==> config.mk <==
export PLATFORM = sky130hd
export DESIGN_NAME = pipe_control
export DESIGN_NICKNAME = d
export VERILOG_FILES = /design/src/rtl/pipe_ctrl_pkg.sv /design/src/rtl/pipe_decode.sv /design/src/rtl/pipe_control.sv
export SDC_FILE = /design/constraint.sdc
export NUM_CORES = 1
export LEC_CHECK = 0
export CAP_MARGIN = 15
export CORE_MARGIN = 1
export CORE_UTILIZATION = 50
export CTS_CLUSTER_SIZE = 40
export DETAILED_ROUTE_END_ITERATION = 7
export PLACE_DENSITY_LB_ADDON = 0.12
export SLEW_MARGIN = 40
export SYNTH_ARGS = -nofsm -noshare
export SYNTH_HDL_FRONTEND = slang
export SYNTH_HIERARCHICAL = 1
export SYNTH_SLANG_ARGS = --single-unit
==> constraint.sdc <==
create_clock -name clk_i -period 5.2 [get_ports clk_i]
set_input_delay 0.52 -clock clk_i [delete_from_list [all_inputs] [get_ports clk_i]]
set_output_delay 0.52 -clock clk_i [all_outputs]
set_load 0.005 [all_outputs]
==> src/rtl/pipe_ctrl_pkg.sv <==
// Shared types for the pipelined control path: control bundle, opcodes, ALU/imm/result codes
// and the small hazard/forwarding helpers used by pipe_control.
package pipe_ctrl_pkg;

  localparam int REG_W = 5;

  localparam logic [6:0] OP_LOAD   = 7'b0000011;
  localparam logic [6:0] OP_STORE  = 7'b0100011;
  localparam logic [6:0] OP_OP     = 7'b0110011;
  localparam logic [6:0] OP_IMM    = 7'b0010011;
  localparam logic [6:0] OP_LUI    = 7'b0110111;
  localparam logic [6:0] OP_AUIPC  = 7'b0010111;
  localparam logic [6:0] OP_JAL    = 7'b1101111;
  localparam logic [6:0] OP_JALR   = 7'b1100111;
  localparam logic [6:0] OP_BRANCH = 7'b1100011;

  localparam logic [1:0] MEM_B = 2'b00;
  localparam logic [1:0] MEM_H = 2'b01;
  localparam logic [1:0] MEM_W = 2'b10;

  typedef enum logic [3:0] {
    ALU_ADD    = 4'b0000, ALU_SUB  = 4'b0001, ALU_AND  = 4'b0010, ALU_OR   = 4'b0011,
    ALU_XOR    = 4'b0100, ALU_SLT  = 4'b0101, ALU_SLTU = 4'b0110, ALU_SRL  = 4'b0111,
    ALU_SLL    = 4'b1000, ALU_SRA  = 4'b1001, ALU_PASSB = 4'b1010, ALU_JALR = 4'b1011,
    ALU_JAL    = 4'b1100, ALU_MEMADD = 4'b1111
  } alu_t;

  typedef enum logic [2:0] {
    IMM_I = 3'b000, IMM_S = 3'b001, IMM_B = 3'b010, IMM_U = 3'b011, IMM_J = 3'b100
  } imm_t;

  typedef enum logic [1:0] {
    RES_ALU = 2'b00, RES_MEM = 2'b01, RES_PC4 = 2'b10
  } res_t;

  typedef struct packed {
    logic             valid;
    logic             regWrite;
    logic             memWrite;
    res_t             resultSrc;
    alu_t             aluCtrl;
    logic             aluSrcA;
    logic             aluSrc;
    imm_t             immSrc;
    logic             branch;
    logic             jal;
    logic             jalr;
    logic [1:0]       memSize;
    logic             memUnsigned;
    logic [REG_W-1:0] rd;
    logic [REG_W-1:0] rs1;
    logic [REG_W-1:0] rs2;
    logic             useRs1;
    logic             useRs2;
  } ctrl_t;

  // Shared by OP and OP-IMM; alt is bit 30 already qualified by the caller.
  function automatic alu_t alu_op(logic [2:0] f3, logic alt);
    case (f3)
      3'b000:  return alt ? ALU_SUB : ALU_ADD;
      3'b001:  return ALU_SLL;
      3'b010:  return ALU_SLT;
      3'b011:  return ALU_SLTU;
      3'b100:  return ALU_XOR;
      3'b101:  return alt ? ALU_SRA : ALU_SRL;
      3'b110:  return ALU_OR;
      default: return ALU_AND;
    endcase
  endfunction

  function automatic logic reads_reg(ctrl_t id, logic [REG_W-1:0] r);
    return (r != '0) && ((id.useRs1 && id.rs1 == r) || (id.useRs2 && id.rs2 == r));
  endfunction

  function automatic logic [1:0] fwd_sel(logic [REG_W-1:0] src, ctrl_t mem, ctrl_t wb);
    if (mem.regWrite && mem.rd != '0 && mem.rd == src) return 2'b10;
    if (wb.regWrite && wb.rd != '0 && wb.rd == src)    return 2'b01;
    return 2'b00;
  endfunction

endpackage

==> src/rtl/pipe_decode.sv <==
// Combinational RV32I control decoder: instruction word -> ctrl_t plus illegal flag.
// Illegal encodings decode to an all-zero bubble.
module pipe_decode
  import pipe_ctrl_pkg::*;
#(
  parameter bit HALF_EN    = 1'b1,
  parameter int REG_ADDR_W = 5
) (
  input  logic [31:0] i_instr,
  output ctrl_t       o_ctrl,
  output logic        o_illegal
);

  localparam logic [REG_W-1:0] RMASK = REG_W'((1 << REG_ADDR_W) - 1);

  logic [6:0] w_op;
  logic [2:0] w_f3;
  logic       w_ld_ok, w_st_ok, w_ill, w_unused;
  ctrl_t      w_c;

  assign w_op     = i_instr[6:0];
  assign w_f3     = i_instr[14:12];
  assign w_unused = ^{i_instr[31], i_instr[29:25]};

  assign w_ld_ok = (w_f3 == 3'b000) || (w_f3 == 3'b010) ||
                   (HALF_EN && (w_f3 == 3'b001 || w_f3 == 3'b100 || w_f3 == 3'b101));
  assign w_st_ok = (w_f3 == 3'b000) || (w_f3 == 3'b010) || (HALF_EN && w_f3 == 3'b001);

  always_comb begin
    w_c   = '0;
    w_ill = 1'b0;
    case (w_op)
      OP_OP: begin
        w_c.regWrite = 1'b1; w_c.useRs1 = 1'b1; w_c.useRs2 = 1'b1;
        w_c.aluCtrl  = alu_op(w_f3, i_instr[30]);
      end
      OP_IMM: begin
        // addi has no subtract form, so bit 30 only matters for the shifts
        w_c.regWrite = 1'b1; w_c.useRs1 = 1'b1; w_c.aluSrc = 1'b1; w_c.immSrc = IMM_I;
        w_c.aluCtrl  = alu_op(w_f3, (w_f3 == 3'b101) && i_instr[30]);
      end
      OP_LOAD: begin
        w_c.regWrite = 1'b1; w_c.resultSrc = RES_MEM; w_c.useRs1 = 1'b1;
        w_c.aluSrc   = 1'b1; w_c.immSrc = IMM_I; w_c.aluCtrl = ALU_MEMADD;
        w_c.memSize  = w_f3[1:0]; w_c.memUnsigned = w_f3[2];
        w_ill        = !w_ld_ok;
      end
      OP_STORE: begin
        w_c.memWrite = 1'b1; w_c.useRs1 = 1'b1; w_c.useRs2 = 1'b1;
        w_c.aluSrc   = 1'b1; w_c.immSrc = IMM_S; w_c.aluCtrl = ALU_MEMADD;
        w_c.memSize  = w_f3[1:0];
        w_ill        = !w_st_ok;
      end
      OP_BRANCH: begin
        w_c.branch = 1'b1; w_c.useRs1 = 1'b1; w_c.useRs2 = 1'b1; w_c.immSrc = IMM_B;
        w_c.aluCtrl = w_f3[2] ? (w_f3[1] ? ALU_SLTU : ALU_SLT) : ALU_SUB;
      end
      OP_JAL: begin
        w_c.jal = 1'b1; w_c.regWrite = 1'b1; w_c.resultSrc = RES_PC4;
        w_c.aluSrcA = 1'b1; w_c.aluSrc = 1'b1; w_c.immSrc = IMM_J; w_c.aluCtrl = ALU_JAL;
      end
      OP_JALR: begin
        w_c.jalr = 1'b1; w_c.regWrite = 1'b1; w_c.resultSrc = RES_PC4; w_c.useRs1 = 1'b1;
        w_c.aluSrc = 1'b1; w_c.immSrc = IMM_I; w_c.aluCtrl = ALU_JALR;
      end
      OP_LUI: begin
        w_c.regWrite = 1'b1; w_c.aluSrc = 1'b1; w_c.immSrc = IMM_U; w_c.aluCtrl = ALU_PASSB;
      end
      OP_AUIPC: begin
        w_c.regWrite = 1'b1; w_c.aluSrcA = 1'b1; w_c.aluSrc = 1'b1;
        w_c.immSrc   = IMM_U; w_c.aluCtrl = ALU_ADD;
      end
      default: w_ill = 1'b1;
    endcase
    // Register fields are zeroed when unused so hazard/forward compares need no extra gating
    w_c.rd    = w_c.regWrite ? (i_instr[11:7]  & RMASK) : '0;
    w_c.rs1   = w_c.useRs1   ? (i_instr[19:15] & RMASK) : '0;
    w_c.rs2   = w_c.useRs2   ? (i_instr[24:20] & RMASK) : '0;
    w_c.valid = 1'b1;
    if (w_ill) w_c = '0;
  end

  assign o_ctrl    = w_c;
  assign o_illegal = w_ill;

endmodule

==> src/rtl/pipe_control.sv <==
// ID decode plus ID->EX->MEM->WB control pipeline with load-use/RAW stall,
// EX operand forwarding select, flush and external hold.
module pipe_control
  import pipe_ctrl_pkg::*;
#(
  parameter bit HALF_EN    = 1'b1,
  parameter bit FWD_EN     = 1'b1,
  parameter int REG_ADDR_W = 5
) (
  input  logic        clk_i,
  input  logic        rst_n_i,
  input  logic        instr_valid_i,
  input  logic [31:0] instr_i,
  input  logic        hold_i,
  input  logic        flush_i,
  output logic        stall_o,
  output ctrl_t       ex_ctrl_o,
  output ctrl_t       mem_ctrl_o,
  output ctrl_t       wb_ctrl_o,
  output logic [1:0]  fwd_a_o,
  output logic [1:0]  fwd_b_o,
  output logic        illegal_o
);

  ctrl_t w_dec;
  logic  w_dec_ill;
  ctrl_t r_ex, r_mem, r_wb;
  logic  r_illegal;
  logic  w_id_live, w_load_use, w_raw, w_hazard;

  pipe_decode #(.HALF_EN(HALF_EN), .REG_ADDR_W(REG_ADDR_W)) u_decode (
    .i_instr   (instr_i),
    .o_ctrl    (w_dec),
    .o_illegal (w_dec_ill)
  );

  assign w_id_live  = instr_valid_i && w_dec.valid;
  assign w_load_use = w_id_live && r_ex.valid && (r_ex.resultSrc == RES_MEM) &&
                      reads_reg(w_dec, r_ex.rd);
  // Without forwarding any in-flight writer in EX or MEM must drain first; WB is covered
  // by the write-before-read regfile.
  assign w_raw      = w_id_live && ((r_ex.regWrite  && reads_reg(w_dec, r_ex.rd)) ||
                                    (r_mem.regWrite && reads_reg(w_dec, r_mem.rd)));
  assign w_hazard   = w_load_use || (!FWD_EN && w_raw);
  assign stall_o    = w_hazard && !flush_i;

  assign fwd_a_o = FWD_EN ? fwd_sel(r_ex.rs1, r_mem, r_wb) : 2'b00;
  assign fwd_b_o = FWD_EN ? fwd_sel(r_ex.rs2, r_mem, r_wb) : 2'b00;

  always_ff @(posedge clk_i or negedge rst_n_i) begin
    if (!rst_n_i) begin
      r_ex      <= '0;
      r_mem     <= '0;
      r_wb      <= '0;
      r_illegal <= 1'b0;
    end else if (hold_i) begin
      r_illegal <= 1'b0;
    end else begin
      r_wb  <= r_mem;
      r_mem <= r_ex;
      if (flush_i || w_hazard) r_ex <= '0;
      else                     r_ex <= instr_valid_i ? w_dec : '0;
      r_illegal <= !flush_i && !w_hazard && instr_valid_i && w_dec_ill;
    end
  end

  assign ex_ctrl_o  = r_ex;
  assign mem_ctrl_o = r_mem;
  assign wb_ctrl_o  = r_wb;
  assign illegal_o  = r_illegal;

endmodule

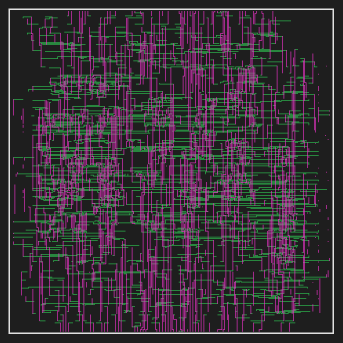
(wiring by layer)
Scale: 3 px per um. Two of the layers only.
Green shows M1, wire length 6080 um. Magenta shows M2, wire length 6900 um.

==> GITHUB_STEP_SUMMARY <==
### Yosys + OpenROAD results

| Metric | Value |
|---|---|
| Final setup margin | 832 ps |
| Startpoint Class | input port |
| Synth flops | 112 |
| GR Util met3 | 0.0309 |
| Total stage count of the critical path | 10 |
| Routed via count | between 4000 and 5000 |
| Final net count | 657 |
| RR Endpoint | ex_ctrl_o[19] |
| Top class by area | flip-flops and latches |
| Combinational power | 0.000155 W |
| GRT overflow | 0 |
| Clock-cell share | 0.0251 |
| Area Overhead vs Synth | 31.4% |
| Combinational share of power | 0.101 |
| Synth Cell Area | 5570 um2 |
| Int Pwr | 0.00115 W |
| Buffer share of cell area | 0.212 |
| Sequential cell area share | 0.383 |
| P per Cell Area | 210 nW/um2 |
| Switching Fraction | 0.250 |
| Fmax achieved | 0.229 GHz |
| I/O Buffers | 147 |
| CTS Buf Count | 9 |
| Register share of total power | 0.579 |
| Layout cells sized above 1 | 0.181 |
| Fp util | 0.514 |
| Worst vdd ir | 113 uV |
| Top non-seq family | multiplexers |
| # H-tree levels | 3 |
| Switching power | 0.000383 W |
| First drt pass iteration count | 6 |
| Critical Path Sink | stall_o |
| Nets at Floorplan | 527 |
| Lkg Pwr | about 3.2 nW |
| Met2 Usage GRT | 0.402 |
| N_taps | ~140 |
| Top sig layer | met4 |
| CP peak stage delay | 680 ps |
| Buf+Inv Stages, Crit Path | 2 |
| Clock Path Buffers | 2 |
| Filler cells | 870 |
| Sequential area share after synthesis | 0.503 |
| Asr flop ratio synth | 1.00 |
| Total GRT Usage | 0.247 |
| Critical path cell sequence | clkdlybuf4s50_1 -> nor2_2 -> o311ai_1 -> a21oi_1 -> and2_1 -> xnor2_1 -> nand4_1 -> o22ai_2 -> nor3b_1 -> clkdlybuf4s50_1 |
| Ys Warns | 6 |
| Die height | 108 um |
| Drt total wl | 13700 um |
| Place WS | around 900 ps |
| Antenna violations before repair | 0 |
| Hold Vio Cnt, Final | 0 |
| Synth top cell by count | dfrtp_1 |
| Worst-case reg-to-reg path depth | 5 |
| Hold WC Path Type | input port to async pin |
| Post-synth EDFFs | 0 |
| Routed Antenna Nets | 0 |
| PnR Total Power | ~0.0015 W |
| Worst-path clk slew | 100 ps |
| Root Driver | clkbuf_8 |
| Maxcap violations | 0 |
| Hold slack | 112 ps |
| Routed WL per cell | ~18 um |
| Area fraction in compound gates | 0.149 |
| CP Class | input port to output port |
| Synth cell types | about 56 |
| Via/cell ratio | 5.91 |
| Most used cell, CP | clkdlybuf4s50_1 |
| Routed met2 length | slightly below 7000 um |
| TNS Setup | 0 ps |
| Log Warnings | 32 |
| Fraction of area in multi-input gates | 0.352 |
| Cycle use final | 0.840 |
| Flop count | 112 |
| Design Area, Final | between 7000 and 8000 um2 |
| TritonCTS clock tree | yes |
| Top Layout Cells | 145 x clkdlybuf4s50_1, 112 x dfrtp_1, 74 x mux2_2, 46 x nand2_1, 42 x o21ai_0 |
| CP required | 4680 ps |
| Largest area contributor in the netlist | dfrtp_1 |
| Routability cong. | roughly 0.82 |
| Inverters | 8 |
| Die area | 11600 um2 |
| Register area | 2800 um2 |
| Synth top cells by count | 112 x dfrtp_1, 74 x mux2_2, 46 x nand2_1 |
| Dpl cells | 749 |
| Sequential power | 0.000889 W |
| Adder-cell share of the synthesized area | 0 |
| Synth Flop Type | dfrtp_1 |
| Iteration-0 DRC Markers | 292 |
| Metal3 WL | 545 um |
| CP arrival | 3850 ps |
| Clk pwr | 0.000491 W |
| Multi-input logic area | 2580 um2 |
| Vias in the first global route | 4310 |
| Clock share of power | 0.320 |
| Status | complete, no violations |
| Number of setup buffers added after CTS | 0 |
| Final min period | 4370 ps |
| Final setup violation count | 0 |
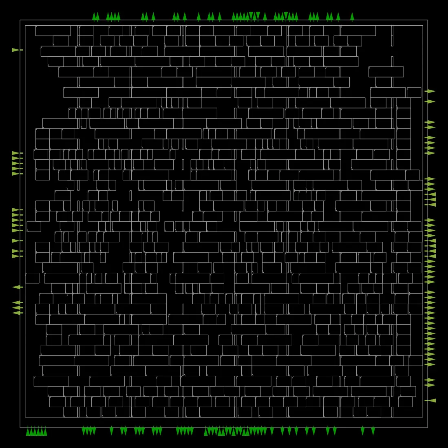
(cell outlines without signal wires)
Final Non-Filler Cells: 765
num rows: 38
Finished Core Util: 0.675

Power is estimated from default activity; no workload was simulated.
